run_1/m1.png
The bar under the picture is 20 um long.
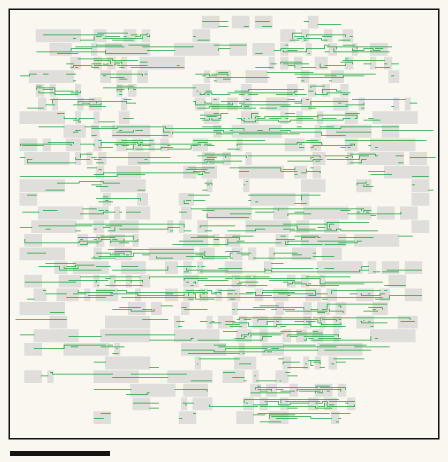
run_1/m2.png
The bar under the picture is 20 um long.
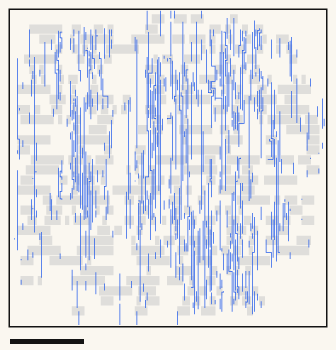
run_1/m3.png
The bar under the picture is 20 um long.
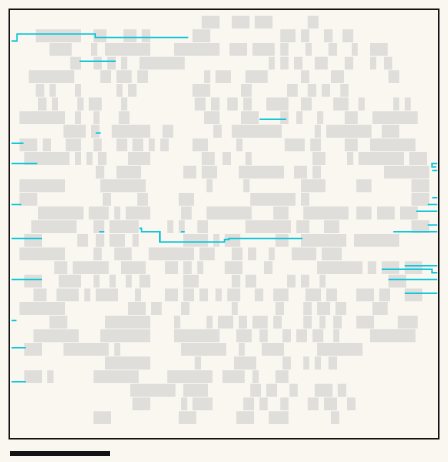
--- src/rtl/clock_set_ctrl_if.sv ---
// Control bundle between the time-set sequencer and its surroundings: buttons,
// second tick and live time in, edit state and counter load controls out.
interface clock_set_ctrl_if;
    logic       i_sec_tick;
    logic       i_btn_mode;
    logic       i_btn_up;
    logic       i_btn_down;
    logic [5:0] i_cur_hour;
    logic [5:0] i_cur_min;
    logic [1:0] o_state;
    logic [5:0] o_num;
    logic       o_hour_enable;
    logic       o_min_enable;
    logic       o_blink;

    modport master (
        output i_sec_tick, i_btn_mode, i_btn_up, i_btn_down, i_cur_hour, i_cur_min,
        input  o_state, o_num, o_hour_enable, o_min_enable, o_blink
    );

    modport slave (
        input  i_sec_tick, i_btn_mode, i_btn_up, i_btn_down, i_cur_hour, i_cur_min,
        output o_state, o_num, o_hour_enable, o_min_enable, o_blink
    );
endinterface

--- src/rtl/clock_set_ctrl.sv ---
// Time-set sequencer: RUN -> SET_HOUR -> SET_MIN -> COMMIT -> RUN driven by three
// debounced buttons, with inactivity abort and a blink flag for the edited field.
module clock_set_ctrl #(
    parameter int TIMEOUT_S     = 30,
    parameter int COMMIT_CYCLES = 2
) (
    input logic             clk,
    input logic             rst,
    clock_set_ctrl_if.slave bus
);

    localparam logic [1:0] ST_RUN      = 2'b00;
    localparam logic [1:0] ST_SET_HOUR = 2'b01;
    localparam logic [1:0] ST_SET_MIN  = 2'b10;
    localparam logic [1:0] ST_COMMIT   = 2'b11;

    localparam int TW = $clog2(TIMEOUT_S + 1);
    localparam int CW = (COMMIT_CYCLES > 1) ? $clog2(COMMIT_CYCLES) : 1;
    localparam logic [TW-1:0] TO_LAST = TW'(TIMEOUT_S - 1);
    localparam logic [CW-1:0] CC_LAST = CW'(COMMIT_CYCLES - 1);

    logic [2:0]    r_sync1;
    logic [2:0]    r_sync2;
    logic [2:0]    r_prev;
    logic [1:0]    r_state;
    logic [5:0]    r_hEdit;
    logic [5:0]    r_mEdit;
    logic [TW-1:0] r_toCnt;
    logic [CW-1:0] r_commitCnt;
    logic          r_blink;
    logic [5:0]    r_num;
    logic          r_hourEn;
    logic          r_minEn;

    logic [2:0]    w_edge;
    logic          w_modeEdge;
    logic          w_anyEdge;
    logic          w_step;
    logic          w_inc;
    logic [1:0]    w_nextState;
    logic [5:0]    w_nextH;
    logic [5:0]    w_nextM;
    logic [TW-1:0] w_nextTo;
    logic [CW-1:0] w_nextCc;
    logic          w_nextBlink;
    logic [5:0]    w_nextNum;
    logic          w_nextHourEn;
    logic          w_nextMinEn;

    // Button vector order is {mode, up, down}; mode outranks a lone up/down edge.
    assign w_edge     = r_sync2 & ~r_prev;
    assign w_modeEdge = w_edge[2];
    assign w_anyEdge  = |w_edge;
    assign w_step     = ~w_edge[2] & (w_edge[1] ^ w_edge[0]);
    assign w_inc      = w_edge[1];

    function automatic logic [5:0] stepWrap(input logic [5:0] v, input logic [5:0] maxV,
                                            input logic inc);
        if (inc)
            return (v >= maxV) ? 6'd0 : v + 6'd1;
        else
            return (v == 6'd0 || v > maxV) ? maxV : v - 6'd1;
    endfunction

    always_ff @(posedge clk or posedge rst) begin
        if (rst) begin
            r_sync1 <= '0;
            r_sync2 <= '0;
            r_prev  <= '0;
        end else begin
            r_sync1 <= {bus.i_btn_mode, bus.i_btn_up, bus.i_btn_down};
            r_sync2 <= r_sync1;
            r_prev  <= r_sync2;
        end
    end

    always_comb begin
        w_nextState = r_state;
        w_nextH     = r_hEdit;
        w_nextM     = r_mEdit;
        w_nextTo    = r_toCnt;
        w_nextCc    = r_commitCnt;
        w_nextBlink = r_blink;
        case (r_state)
            ST_RUN: begin
                w_nextTo    = '0;
                w_nextCc    = '0;
                w_nextBlink = 1'b0;
                if (w_modeEdge) begin
                    w_nextState = ST_SET_HOUR;
                    w_nextH     = (bus.i_cur_hour > 6'd23) ? 6'd0 : bus.i_cur_hour;
                    w_nextM     = (bus.i_cur_min > 6'd59) ? 6'd0 : bus.i_cur_min;
                    w_nextBlink = 1'b1;
                end
            end
            ST_SET_HOUR, ST_SET_MIN: begin
                if (w_anyEdge)
                    w_nextTo = '0;
                else if (bus.i_sec_tick)
                    w_nextTo = r_toCnt + TW'(1);
                if (bus.i_sec_tick)
                    w_nextBlink = ~r_blink;
                if (w_modeEdge) begin
                    if (r_state == ST_SET_HOUR) begin
                        w_nextState = ST_SET_MIN;
                    end else begin
                        w_nextState = ST_COMMIT;
                        w_nextCc    = '0;
                        w_nextBlink = 1'b0;
                    end
                end else if (w_step) begin
                    w_nextBlink = 1'b1;
                    if (r_state == ST_SET_HOUR)
                        w_nextH = stepWrap(r_hEdit, 6'd23, w_inc);
                    else
                        w_nextM = stepWrap(r_mEdit, 6'd59, w_inc);
                end else if (!w_anyEdge && bus.i_sec_tick && r_toCnt == TO_LAST) begin
                    // Abort: leave the edit without ever raising both enables.
                    w_nextState = ST_RUN;
                    w_nextTo    = '0;
                    w_nextBlink = 1'b0;
                end
            end
            default: begin
                w_nextBlink = 1'b0;
                if (r_commitCnt == CC_LAST) begin
                    w_nextState = ST_RUN;
                    w_nextCc    = '0;
                end else begin
                    w_nextCc = r_commitCnt + CW'(1);
                end
            end
        endcase
    end

    // Outputs are decoded from the next state so they register alongside it.
    always_comb begin
        w_nextNum    = 6'd0;
        w_nextHourEn = 1'b0;
        w_nextMinEn  = 1'b0;
        case (w_nextState)
            ST_SET_HOUR: begin
                w_nextNum    = w_nextH;
                w_nextHourEn = 1'b1;
            end
            ST_SET_MIN: begin
                w_nextNum   = w_nextM;
                w_nextMinEn = 1'b1;
            end
            ST_COMMIT: begin
                w_nextNum    = w_nextM;
                w_nextHourEn = 1'b1;
                w_nextMinEn  = 1'b1;
            end
            default: begin
                w_nextNum = 6'd0;
            end
        endcase
    end

    always_ff @(posedge clk or posedge rst) begin
        if (rst) begin
            r_state     <= ST_RUN;
            r_hEdit     <= '0;
            r_mEdit     <= '0;
            r_toCnt     <= '0;
            r_commitCnt <= '0;
            r_blink     <= 1'b0;
            r_num       <= '0;
            r_hourEn    <= 1'b0;
            r_minEn     <= 1'b0;
        end else begin
            r_state     <= w_nextState;
            r_hEdit     <= w_nextH;
            r_mEdit     <= w_nextM;
            r_toCnt     <= w_nextTo;
            r_commitCnt <= w_nextCc;
            r_blink     <= w_nextBlink;
            r_num       <= w_nextNum;
            r_hourEn    <= w_nextHourEn;
            r_minEn     <= w_nextMinEn;
        end
    end

    assign bus.o_state       = r_state;
    assign bus.o_num         = r_num;
    assign bus.o_hour_enable = r_hourEn;
    assign bus.o_min_enable  = r_minEn;
    assign bus.o_blink       = r_blink;

endmodule

--- src/flat_wrapper.sv ---
// flat-port wrapper written by rule: the top's interface ports become plain ports
module clock_set_ctrl_flat 
#(
    parameter int TIMEOUT_S     = 30,
    parameter int COMMIT_CYCLES = 2
)
  (clk, rst, bus_i_sec_tick, bus_i_btn_mode, bus_i_btn_up, bus_i_btn_down, bus_i_cur_hour, bus_i_cur_min, bus_o_state, bus_o_num, bus_o_hour_enable, bus_o_min_enable, bus_o_blink);
  clock_set_ctrl_if bus_i ();
  input logic clk;
  input logic rst;
  input wire logic [$bits(bus_i.i_sec_tick)-1:0] bus_i_sec_tick;
  input wire logic [$bits(bus_i.i_btn_mode)-1:0] bus_i_btn_mode;
  input wire logic [$bits(bus_i.i_btn_up)-1:0] bus_i_btn_up;
  input wire logic [$bits(bus_i.i_btn_down)-1:0] bus_i_btn_down;
  input wire logic [$bits(bus_i.i_cur_hour)-1:0] bus_i_cur_hour;
  input wire logic [$bits(bus_i.i_cur_min)-1:0] bus_i_cur_min;
  output wire logic [$bits(bus_i.o_state)-1:0] bus_o_state;
  output wire logic [$bits(bus_i.o_num)-1:0] bus_o_num;
  output wire logic [$bits(bus_i.o_hour_enable)-1:0] bus_o_hour_enable;
  output wire logic [$bits(bus_i.o_min_enable)-1:0] bus_o_min_enable;
  output wire logic [$bits(bus_i.o_blink)-1:0] bus_o_blink;
  assign bus_i.i_sec_tick = bus_i_sec_tick;
  assign bus_i.i_btn_mode = bus_i_btn_mode;
  assign bus_i.i_btn_up = bus_i_btn_up;
  assign bus_i.i_btn_down = bus_i_btn_down;
  assign bus_i.i_cur_hour = bus_i_cur_hour;
  assign bus_i.i_cur_min = bus_i_cur_min;
  assign bus_o_state = bus_i.o_state;
  assign bus_o_num = bus_i.o_num;
  assign bus_o_hour_enable = bus_i.o_hour_enable;
  assign bus_o_min_enable = bus_i.o_min_enable;
  assign bus_o_blink = bus_i.o_blink;
  clock_set_ctrl #(.TIMEOUT_S(TIMEOUT_S), .COMMIT_CYCLES(COMMIT_CYCLES)) u_core (.clk(clk), .rst(rst), .bus(bus_i));
endmodule
--- config.mk ---
export PLATFORM = sky130hd
export DESIGN_NAME = clock_set_ctrl_flat
export DESIGN_NICKNAME = d
export VERILOG_FILES = /design/src/rtl/clock_set_ctrl_if.sv /design/src/rtl/clock_set_ctrl.sv /design/src/flat_wrapper.sv
export SDC_FILE = /design/constraint.sdc
export NUM_CORES = 1
export LEC_CHECK = 0
export CELL_PAD_IN_SITES_DETAIL_PLACEMENT = 1
export CELL_PAD_IN_SITES_GLOBAL_PLACEMENT = 1
export CORE_UTILIZATION = 35
export DETAILED_ROUTE_END_ITERATION = 7
export GPL_TIMING_DRIVEN = 0
export PLACE_DENSITY_LB_ADDON = 0.1
export SLEW_MARGIN = 20
export SYNTH_ARGS = -nofsm -noshare
export SYNTH_HDL_FRONTEND = slang
export SYNTH_SLANG_ARGS = --single-unit
export TNS_END_PERCENT = 50
--- constraint.sdc ---
create_clock -name clk -period 7.5 [get_ports clk]
set_clock_uncertainty 0.15 [all_clocks]
set_input_delay 1.5 -clock clk [delete_from_list [all_inputs] [get_ports clk]]
set_output_delay 1.5 -clock clk [all_outputs]
set_load 0.05 [all_outputs]
==> GITHUB_STEP_SUMMARY, run 1 <==
## Implementation flow summary

| Metric | Value |
|---|---|
| Crit-path max FO | 7 |
| Max Buffers Root-to-Sink | 2 |
| Worst setup path category | register to output pin |
| Synth-to-Final Area Change | 20.3% |
| First DRT Iteration DRCs | 62 |
| Async set-reset flop share out of synthesis | 100% |
| LEAKAGE | 1.27 nW |
| Hold Path Class | register to register |
| Cell Rows | 30 |
| Layout cell share with drive strength beyond 1 | 10.7% |
| Antenna fix cells | 0 |
| Placement Setup Slack | 4.12 ns |
| Fin nets | 328 |
| CTS tree | done |
| Setup ws final | 4.26 ns |
| Cell Type Count | around 63 |
| CTS Root Buffer Type | clkbuf_8 |
| Die area | roughly 7300 um2 |
| Stage-log warning count | 33 |
| Clock power frac | 13.3% |
| Status | complete, no violations |
| Simple Share, Synth | 19.9% |
| Mapped Area | approximately 2400 um2 |
| CP Capture Type | output pin |
| Postcts setup bufs | 0 |
| Slew headroom | 66.6% |
| Top cells excl fill/tap | dfrtp_1, clkdlybuf4s50_1, nand2_1, a21oi_1, inv_1 |
| Synth Flop Type | dfrtp_1 |
| Most frequent logic cell in the layout | dfrtp_1 |
| ANT nets after route | 0 |
| Initial antenna violation count | 0 |
| Worst Path Required | 5.85 ns |
About m1.png:
The wires run mostly horizontal. The longest straight run is 36.3 um. 290 nets have wire on it.

About m2.png:
284 nets have wire on it. The longest straight run is 47.3 um. The wires run mostly vertical. The layer holds 47% of the routed length.

About m3.png:
The longest straight run is 18.4 um. The layer holds 2.6% of the routed length.

-- run 1: per-layer routing --
layer	up-vias	global-route usage (%)	routed length (um)
li1	1033	-	-
met1	1026	25.9	3140
met2	29	32.1	3030
met3	4	3.11	164
met4	0	5.00	59
met5	-	0	0
-- run 1: cells by family after synthesis --
group           Yosys count
simple gates             88
compound gates           85
flops                    38
buf+inv                  33
fa+ha+maj                12
xor+xnor                  4
mux                       3
-- run 1: worst paths after layout --
path                            slack [ns]             startpoint             endpoint  cells past startpoint
worst max-delay path                  4.26  u_core.bus.o_state[0]       bus_o_state[0]                      1
worst min-delay path                  0.20      u_core.r_sync1[1]    u_core.r_sync2[1]                      0
worst max register to register        4.53      u_core.r_sync2[1]  u_core.bus.o_num[0]                     11
worst min register to register        0.20      u_core.r_sync1[1]    u_core.r_sync2[1]                      0
max in group asynchronous             5.36                    rst    u_core.r_hEdit[3]                      3
min in group asynchronous             1.38                    rst     u_core.r_prev[1]                      2
-- run 1: cell type report --
type	instances	area, um2
plain buffers	15	87.6
clock buffers	6	82.6
clock inverters	2	12.5
fillers	804	3830
inverters	18	67.6
multi-input cells	192	1330
flip-flops and latches	38	951
well taps	80	100
repair buffers	28	298
-- run 1: flip-flops by register name (all words and copies together), names as in the netlist --
name,cells
u_core.r_sync1,3
u_core.bus.o_state,2
u_core.bus.o_min_enable,1
u_core.bus.o_hour_enable,1
u_core.r_mEdit,6
u_core.bus.o_blink,1
u_core.r_hEdit,6
u_core.bus.o_num,6
u_core.r_prev,3
u_core.r_commitCnt,1
u_core.r_sync2,3
u_core.r_toCnt,5
-- run 1: synth_stat cells (all sizes together), types with 3 or more instances --
library cell | instances | share of area [%]
dfrtp | 38 | 39
a21oi | 19 | 3.9
nand2 | 19 | 2.9
inv | 18 | 2.8
o21ai | 16 | 3.3
nor2 | 14 | 2.4
ha | 12 | 6.2
nor3 | 11 | 2.3
nand3 | 9 | 1.9
buf | 8 | 2.5
clkbuf | 7 | 1.1
nor2b | 6 | 1.9
a21o | 5 | 1.5
a22o | 5 | 1.8
nand2b | 5 | 1.3
nand4 | 5 | 1.3
a31oi | 4 | 1.0
or2 | 4 | 1.0
or3 | 4 | 1.2
a211o | 3 | 1.1
a221o | 3 | 1.2
and3 | 3 | 0.77
nor4 | 3 | 1.4
o2bb2ai | 3 | 1.1
o31ai | 3 | 0.93
-- run 1: through the flow --
step                      util [%]  instances  power (mW)
final                         43.3        379        1.12
after global routing          43.3        379        1.21
after floorplan                  -        263       0.788
after global placement        41.5        370       0.969
after detailed placement      41.9        371       0.975
after CTS                     43.3        379        1.13
-- run 1: power by group through the flow --
stage	Sequential, mW	Combinational (mW)	Clock, mW
2_1_floorplan	0.366	0.423	0
5_1_grt	0.308	0.741	0.162
6_report	0.300	0.670	0.149
3_3_place_gp	0.303	0.666	0
4_1_cts	0.300	0.676	0.155
3_5_place_dp	0.304	0.671	0
run_1/pinout.png
The bar under the picture is 20 um long. Pins as bars across the die edge, other pins in gray.
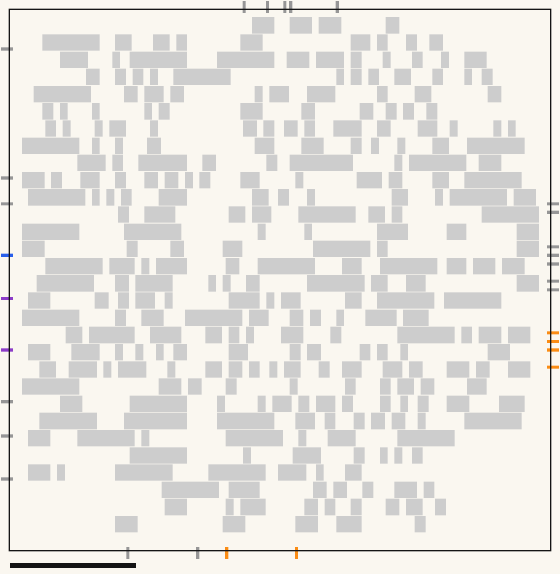

==> inputs of run 2 (changes only) <==
clock period = 2.7 ns   (was 7.5 ns; I/O delays follow)
run_2/pinout.png
The bar under the picture is 20 um long. Pins as bars across the die edge, other pins in gray.
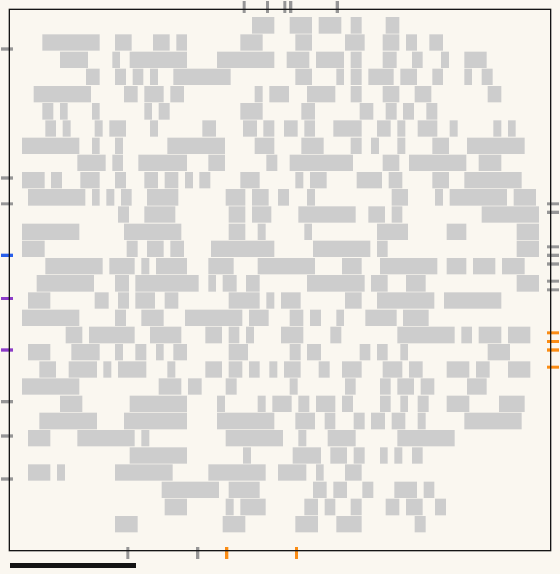
bus_i_btn_down: shown in blue, pins 1, direction input, edge left. bus_o_state: shown in purple, pins 2, direction output, edge left. bus_i_cur_min: shown in orange, pins 6, direction input, edge 4 right, 2 bottom.

==> GITHUB_STEP_SUMMARY, run 2 <==
## Implementation flow summary

| Metric | Value |
|---|---|
| Die area | 7290 um2 |
| Yosys cell count | 263 |
| Post-synth top area share | 39.1% |
| CP Capture Type | register |
| Placement Setup Slack | -0.344 ns |
| Placed Cells | 371 |
| Async set-reset flop share out of synthesis | 100% |
| RSZ-0062 raised after global routing | true |
| Worst R2R Path Depth | 12 |
| Met2 usage | 32.3% |
| First DRT Iteration DRCs | about 73 |
| Status | complete, no violations |
| Biggest area cells | dfrtp_1, ha_1, a21oi_1 |
| Cell Type Count | 63 |
| Synth Flop Type | dfrtp_1 |
| GR Layer Usage met1 | 26.0% |
| Most frequent logic cell in the layout | dfrtp_1 |
| ANT nets after route | 0 |
| Worst setup path category | register to register |
| Layout Cells excl Fill | roughly 400 |
| Busiest grt layer | met2 |
| Synth top cell by count | dfrtp_1 |
| Mapped Area | 2430 um2 |
| Initial antenna violation count | 0 |
| Stage-log warning count | 34 |
| LEAKAGE | 1.34 nW |
| Antenna fix cells | 0 |
| Max Buffers Root-to-Sink | 2 |
| Hold Path Depth | 0 |
| Setup ws final | 0.0575 ns |
| Crit-path max FO | 8 |
| Synth-to-Final Area Change | 26.6% |
| Slew headroom | 66.6% |
| Synth top cells by count | dfrtp_1, a21oi_1, nand2_1 |
| Cell Rows | 30 |
| Global Route met3 Usage | 3.11% |
| Hold Path Class | register to register |
| CTS Root Buffer Type | clkbuf_8 |
-- run 2: netlist changes by cell type in the layout (fill, tap and decap cells not counted), sizes merged --
cell and change:
buf +11
-- run 2: power by group --
group | switching [mW] | total [mW] | internal [mW]
clock network | 0.209 | 0.415 | 0.205
registers | 0.122 | 0.835 | 0.713
logic | 1.22 | 2.04 | 0.825
-- run 2: routing by layer --
layer	wire length, um	part of all wire, %
met1	3220	49
met5	0	0
met4	97	1.5
met3	168	2.5
met2	3130	47
-- run 2: cell type report --
class / instances / area, um2
plain buffers: 15 / 95.1
flip-flops and latches: 38 / 951
clock buffers: 6 / 82.6
multi-input cells: 192 / 1390
repair buffers: 39 / 384
fillers: 798 / 3680
well taps: 80 / 100
inverters: 18 / 70.1
clock inverters: 2 / 12.5
-- run 2: worst paths after layout --
| kind | from | end | slack, ns |
|---|---|---|---|
| max | u_core.r_prev[1] | u_core.bus.o_num[4] | 0.06 |
| min | u_core.r_sync1[1] | u_core.r_sync2[1] | 0.20 |
| max reg2reg | u_core.r_prev[1] | u_core.bus.o_num[4] | 0.06 |
| min reg2reg | u_core.r_sync1[1] | u_core.r_sync2[1] | 0.20 |
| max in group asynchronous | rst | u_core.r_hEdit[3] | 1.52 |
| min in group asynchronous | rst | u_core.r_sync2[0] | 0.42 |
-- run 2: critical path, cell delays in order (launching register included) --
cell	delay (ns)
dfrtp_1	0.40
nor2b_4	0.11
buf_6	0.14
inv_4	0.04
buf_6	0.12
ha_4	0.23
nand2b_4	0.15
nor4_4	0.36
nand2_2	0.10
a32oi_4	0.32
buf_6	0.14
and2_4	0.17
a22o_1	0.13
-- run 2: stage by stage --
stage	util, %	hold slack [ns]	power, mW
final	45.6	0.200	3.29
after global routing	45.6	0.212	3.54
after CTS	44.1	0.205	3.23
after detailed placement	41.9	0.186	2.71
after global placement	41.5	0.183	2.69
after floorplan	-	0.181	2.19
-- run 2: logic make-up after synthesis --
logic type	after synthesis	share of synthesized area, %
AND-OR/OR-AND	85	25.7
buffers and inverters	33	6.38
XOR/XNOR	4	1.44
AND/OR/NAND/NOR	88	19.9
flip-flops	38	39.1
adder cells (fa/ha/maj)	12	6.17
multiplexers	3	1.34
-- run 2: timing repair --
item                       4_1_cts  5_1_grt
resized                          5       10
setup endpoints to repair        8        8
cloned                           0        0
pin swaps                        2        6
buffers inserted                 2        9
Power figures rest on the tool's default switching activity, not on a simulated workload.
